Fig. 1: cell sizes after repair
Drawn at 4 px/micron.
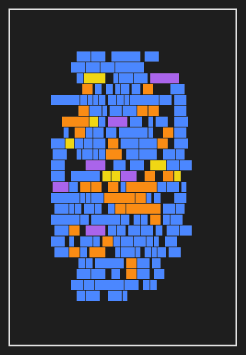
Fig. 2: placement by cell class
Drawn at 4 px/micron.
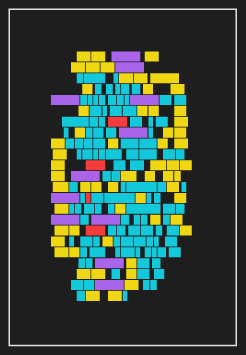
File: config.mk
export PLATFORM = sky130hd
export DESIGN_NAME = contador_param
export DESIGN_NICKNAME = d
export VERILOG_FILES = /design/src/rtl/contador_param.sv
export SDC_FILE = /design/constraint.sdc
export NUM_CORES = 1
export LEC_CHECK = 0
export ABC_CLOCK_PERIOD_IN_PS = 2700
export CORE_ASPECT_RATIO = 1.75
export CORE_MARGIN = 10
export CORE_UTILIZATION = 45
export CTS_CLUSTER_SIZE = 25
export DETAILED_ROUTE_END_ITERATION = 10
export GPL_ROUTABILITY_DRIVEN = 0
export PLACE_DENSITY = 0.8
export SLEW_MARGIN = 20
export SYNTH_ARGS = -nofsm -noshare
export SYNTH_HDL_FRONTEND = slang
export SYNTH_SLANG_ARGS = --single-unit
export TNS_END_PERCENT = 50
File: constraint.sdc
create_clock -name clk -period 2.7 [get_ports clk]
set_clock_uncertainty 0.2 [all_clocks]
set_input_delay 0.81 -clock clk [delete_from_list [all_inputs] [get_ports clk]]
set_output_delay 0.81 -clock clk [all_outputs]
set_load 0.01 [all_outputs]
File: src/rtl/contador_param.sv
// contador_param -- parametrised timebase / event counter.
//
// Counts 0..MAX_VAL up or down, one step every PRESCALE enabled cycles.
// It can wrap modulo MAX_VAL+1 or saturate at the limits.
//
// Ports:
//   clk       rising-edge system clock
//   rst       synchronous active-high reset (overrides everything)
//   enable    gates both the prescaler and the counter
//   up_dn     1 = count up, 0 = count down
//   sat       1 = saturate at the limits, 0 = wrap
//   clr       synchronous clear of count, prescaler and sticky overflow
//   load      synchronous parallel load of load_val (clamped to MAX_VAL)
//   load_val  value to load
//   cmp_val   compare value for match
//   out       registered count
//   cout      one-cycle pulse after an up-wrap MAX_VAL->0
//   bout      one-cycle pulse after a down-wrap 0->MAX_VAL
//   tc        terminal count for the current direction (combinational)
//   match     out == cmp_val (combinational)
//   ovf       sticky flag: any wrap or blocked saturating step
//
// Edge priority: rst > clr > load > count step.
module contador_param #(
  parameter int WIDTH    = 8,
  parameter int MAX_VAL  = 2**WIDTH - 1,
  parameter int PRESCALE = 1
) (
  input  logic             clk,
  input  logic             rst,
  input  logic             enable,
  input  logic             up_dn,
  input  logic             sat,
  input  logic             clr,
  input  logic             load,
  input  logic [WIDTH-1:0] load_val,
  input  logic [WIDTH-1:0] cmp_val,
  output logic [WIDTH-1:0] out,
  output logic             cout,
  output logic             bout,
  output logic             tc,
  output logic             match,
  output logic             ovf
);

  // Prescaler index width; a single bit is kept when PRESCALE is 1 so
  // the vector is never zero-width.
  localparam int PW = (PRESCALE > 1) ? $clog2(PRESCALE) : 1;

  localparam logic [WIDTH:0]   MAX_EXT = (WIDTH+1)'(MAX_VAL);
  localparam logic [WIDTH-1:0] MAX_W   = WIDTH'(MAX_VAL);
  localparam logic [WIDTH-1:0] ZERO_W  = {WIDTH{1'b0}};
  localparam logic [WIDTH-1:0] ONE_W   = WIDTH'(1'b1);
  localparam logic [PW-1:0]    ZERO_P  = {PW{1'b0}};
  localparam logic [PW-1:0]    ONE_P   = PW'(1'b1);
  localparam logic [PW-1:0]    P_LAST  = PW'(PRESCALE - 1);

  logic [WIDTH-1:0] cnt_q,  cnt_d;
  logic [PW-1:0]    p_q,    p_d;
  logic             cout_q, cout_d;
  logic             bout_q, bout_d;
  logic             ovf_q,  ovf_d;

  // Limit tests are done one bit wider so that a MAX_VAL of 2**WIDTH-1
  // and a load_val above MAX_VAL compare without any truncation.
  logic [WIDTH:0]   cnt_ext_s;
  logic [WIDTH:0]   load_ext_s;

  assign cnt_ext_s  = {1'b0, cnt_q};
  assign load_ext_s = {1'b0, load_val};

  // Next-state logic: clear, load, prescaler and the count step.
  always_comb begin
    cnt_d  = cnt_q;
    p_d    = p_q;
    ovf_d  = ovf_q;
    cout_d = 1'b0;
    bout_d = 1'b0;

    if (clr) begin
      cnt_d = ZERO_W;
      p_d   = ZERO_P;
      ovf_d = 1'b0;
    end else if (load) begin
      p_d = ZERO_P;
      if (load_ext_s > MAX_EXT) begin
        cnt_d = MAX_W;
      end else begin
        cnt_d = load_val;
      end
    end else if (enable) begin
      if (p_q == P_LAST) begin
        // Step fires on the last enabled cycle of the prescale period.
        p_d = ZERO_P;
        if (up_dn) begin
          if (cnt_ext_s < MAX_EXT) begin
            cnt_d = cnt_q + ONE_W;
          end else if (sat) begin
            ovf_d = 1'b1;
          end else begin
            cnt_d  = ZERO_W;
            cout_d = 1'b1;
            ovf_d  = 1'b1;
          end
        end else begin
          if (cnt_q != ZERO_W) begin
            cnt_d = cnt_q - ONE_W;
          end else if (sat) begin
            ovf_d = 1'b1;
          end else begin
            cnt_d  = MAX_W;
            bout_d = 1'b1;
            ovf_d  = 1'b1;
          end
        end
      end else begin
        p_d = p_q + ONE_P;
      end
    end else begin
      // Disabled: prescaler and count hold; pulses drop.
      p_d = p_q;
    end
  end

  // State registers with synchronous reset.
  always_ff @(posedge clk) begin
    if (rst) begin
      cnt_q  <= ZERO_W;
      p_q    <= ZERO_P;
      cout_q <= 1'b0;
      bout_q <= 1'b0;
      ovf_q  <= 1'b0;
    end else begin
      cnt_q  <= cnt_d;
      p_q    <= p_d;
      cout_q <= cout_d;
      bout_q <= bout_d;
      ovf_q  <= ovf_d;
    end
  end

  assign out   = cnt_q;
  assign cout  = cout_q;
  assign bout  = bout_q;
  assign ovf   = ovf_q;
  assign tc    = up_dn ? (cnt_q == MAX_W) : (cnt_q == ZERO_W);
  assign match = (cnt_q == cmp_val);

endmodule

==> impl_metrics.xml <==
<?xml version="1.0" encoding="UTF-8"?>
<metrics>
  <group name="final_layout">
    <metric name="antenna_cells" unit="">0</metric>
    <metric name="final_common_cell" unit="">sky130_fd_sc_hd__clkdlybuf4s50_1</metric>
    <metric name="layout-drive-gt1-share" unit="%">22.16</metric>
  </group>
  <group name="critical_path">
    <metric name="worst-path-max-fanout" unit="">3</metric>
    <metric name="worst_r2r_endpoint" unit="">out[7]</metric>
    <metric name="worst_setup_path_start_kind" unit="">input pin</metric>
    <metric name="path_delay_family" unit="">simple AND/OR/NAND/NOR gates</metric>
    <metric name="setup.worst_path.end_class" unit="">output port</metric>
    <metric name="cp_slowest_cell" unit="">sky130_fd_sc_hd__or3_4</metric>
  </group>
  <group name="route">
    <metric name="routed-via-count" unit="">1303</metric>
    <metric name="initialDrtViolationCount" unit="">67</metric>
    <metric name="drt_pre_antenna_iters" unit="">4</metric>
    <metric name="finalWirelength" unit="microns">4016</metric>
  </group>
  <group name="place">
    <metric name="postPlaceCellArea" unit="sq um">1541</metric>
    <metric name="detailedPlace.worstSlack" unit="ns">-0.6964</metric>
    <metric name="place.detailed.instances" unit="">204</metric>
  </group>
  <group name="synthesis">
    <metric name="yosys.area_share.xor_xnor" unit="%">10.07</metric>
    <metric name="mux_area_share" unit="%">1.918</metric>
    <metric name="ys_area" unit="sq um">1044</metric>
    <metric name="netlist_area" unit="sq um">1044</metric>
    <metric name="synth_cell_types" unit="">45</metric>
    <metric name="topCombFamilyByArea" unit="">simple AND/OR/NAND/NOR gates</metric>
    <metric name="edf_count" unit="">0</metric>
    <metric name="yosys.area_share.aoi" unit="%">22.90</metric>
    <metric name="synthDominantCellAreaShare" unit="%">21.10</metric>
    <metric name="synth-simple-area-share" unit="%">33.09</metric>
    <metric name="synthTopCellsByArea" unit="">sky130_fd_sc_hd__dfxtp_1, sky130_fd_sc_hd__xnor2_1, sky130_fd_sc_hd__nand3_1</metric>
    <metric name="synthesis.yosys.warnings" unit="">0</metric>
  </group>
  <group name="floorplan">
    <metric name="die_width" unit="microns">56.40</metric>
    <metric name="design.portCount" unit="">36</metric>
    <metric name="die_area" unit="sq um">4721</metric>
    <metric name="fp-utilization" unit="%">46.49</metric>
  </group>
  <group name="pwr">
    <metric name="top_power_group" unit="">combinational logic</metric>
    <metric name="power_clock" unit="uW">173</metric>
    <metric name="total_leakage_power" unit="nW">0.6317</metric>
    <metric name="power_report.internal_total" unit="uW">397.4</metric>
    <metric name="power.switching" unit="uW">193.7</metric>
    <metric name="power_combinational" unit="uW">238</metric>
  </group>
  <group name="sta">
    <metric name="max_slew_margin" unit="%">57.51</metric>
    <metric name="slew_viol_final" unit="">0</metric>
    <metric name="rsz_0062_raised_after_global_routing" unit="">false</metric>
    <metric name="tns" unit="ns">0</metric>
    <metric name="timing.final.crit_share" unit="%">98.55</metric>
  </group>
  <group name="hold_path">
    <metric name="hold_path_class" unit="">register to register</metric>
  </group>
  <group name="clock_network">
    <metric name="cts_made_buffers" unit="">3</metric>
    <metric name="cts_tree" unit="">yes</metric>
    <metric name="cts_htree_levels" unit="">1</metric>
    <metric name="clock_tree.buffer_depth" unit="">2</metric>
  </group>
  <group name="grt">
    <metric name="via_count_of_the_first_global_routing_pass" unit="">1333</metric>
  </group>
  <group name="run_status">
    <metric name="outcome" unit="">finished clean</metric>
  </group>
</metrics>
Back to the opening pictures, Fig. 1:
[blue] x1 and smaller | cells: 144 | share: 78% | most used: clkdlybuf4s50_1
[yellow] x2 | cells: 7 | share: 3.8% | most used: nand2_2
[orange] x3 and x4 | cells: 28 | share: 15% | most used: buf_4
[purple] x6 and larger | cells: 6 | share: 3.2% | most used: clkbuf_8
layout-stage area growth over the synthesis result: 54.44%
number of buffers other than clock buffers in the final layout: 59
area of all placed cells without fillers: 1612 sq um

Back to the opening pictures, Fig. 2:
[red] clock drivers and dummy loads | cells: 4
[cyan] remaining logic cells | cells: 111
[purple] sequential cells | cells: 11
[yellow] remaining buffers and delay cells | cells: 59
Std-Cell Rows: 23
fraction of area in registers: 13.66%
utilization after layout: 71.79%
Core ar.: 2245 sq um

worst max-delay path by stage:
stage	start	end	depth (start not counted)
after floorplan	up_dn	tc	4
after global placement	up_dn	tc	5
after detailed placement	up_dn	tc	5
after CTS	up_dn	tc	6
after global routing	cmp_val[5]	match	5
final	up_dn	tc	5
worst register-to-register path: stages (launching register included):
cell	delay (ns)
sky130_fd_sc_hd__dfxtp_1	0.34
sky130_fd_sc_hd__inv_1	0.09
sky130_fd_sc_hd__ha_1	0.17
sky130_fd_sc_hd__nor4b_4	0.24
sky130_fd_sc_hd__nand2_2	0.12
sky130_fd_sc_hd__buf_4	0.15
sky130_fd_sc_hd__buf_4	0.16
sky130_fd_sc_hd__a21boi_4	0.22
sky130_fd_sc_hd__buf_4	0.16
sky130_fd_sc_hd__o2111ai_1	0.11
sky130_fd_sc_hd__o211ai_1	0.12
per-stage QoR:
stage,hold WS [ns],utilization (%)
floorplan,0.3050,-
CTS,0.3026,71.57
global placement,0.2626,68.67
detailed placement,0.2787,68.67
finish,0.3224,71.79
global route,0.3495,71.79
layer usage:
metal  vias up  track usage (%)  part of all wire, %
met5         -                0                    0
met4         0            9.231                  4.1
met1       606            16.68                   36
li1        601                -                    -
met3        22            3.354                  5.7
met2        74            29.79                   54
sequential cells by signal, summed over array words and instances, names as in the netlist:
signal	flops
ovf	1
cout	1
bout	1
out	8
cell families after synthesis:
group | Yosys count
DFF | 11
muxes | 2
AOI/OAI and AO/OA | 31
and+or+nand+nor | 59
adders and majority gates | 3
buffers and inverters | 15
xor gates and xnor gates | 12
area by class of cell:
| type | instances | area share, % |
|---|---|---|
| multi-input cells | 107 | 47.52 |
| repair buffers | 59 | 33.15 |
| flip-flops and latches | 11 | 13.66 |
| clock buffers | 4 | 2.795 |
| well taps | 25 | 1.941 |
| inverters | 4 | 0.9317 |
Power figures rest on the tool's default switching activity, not on a simulated workload.
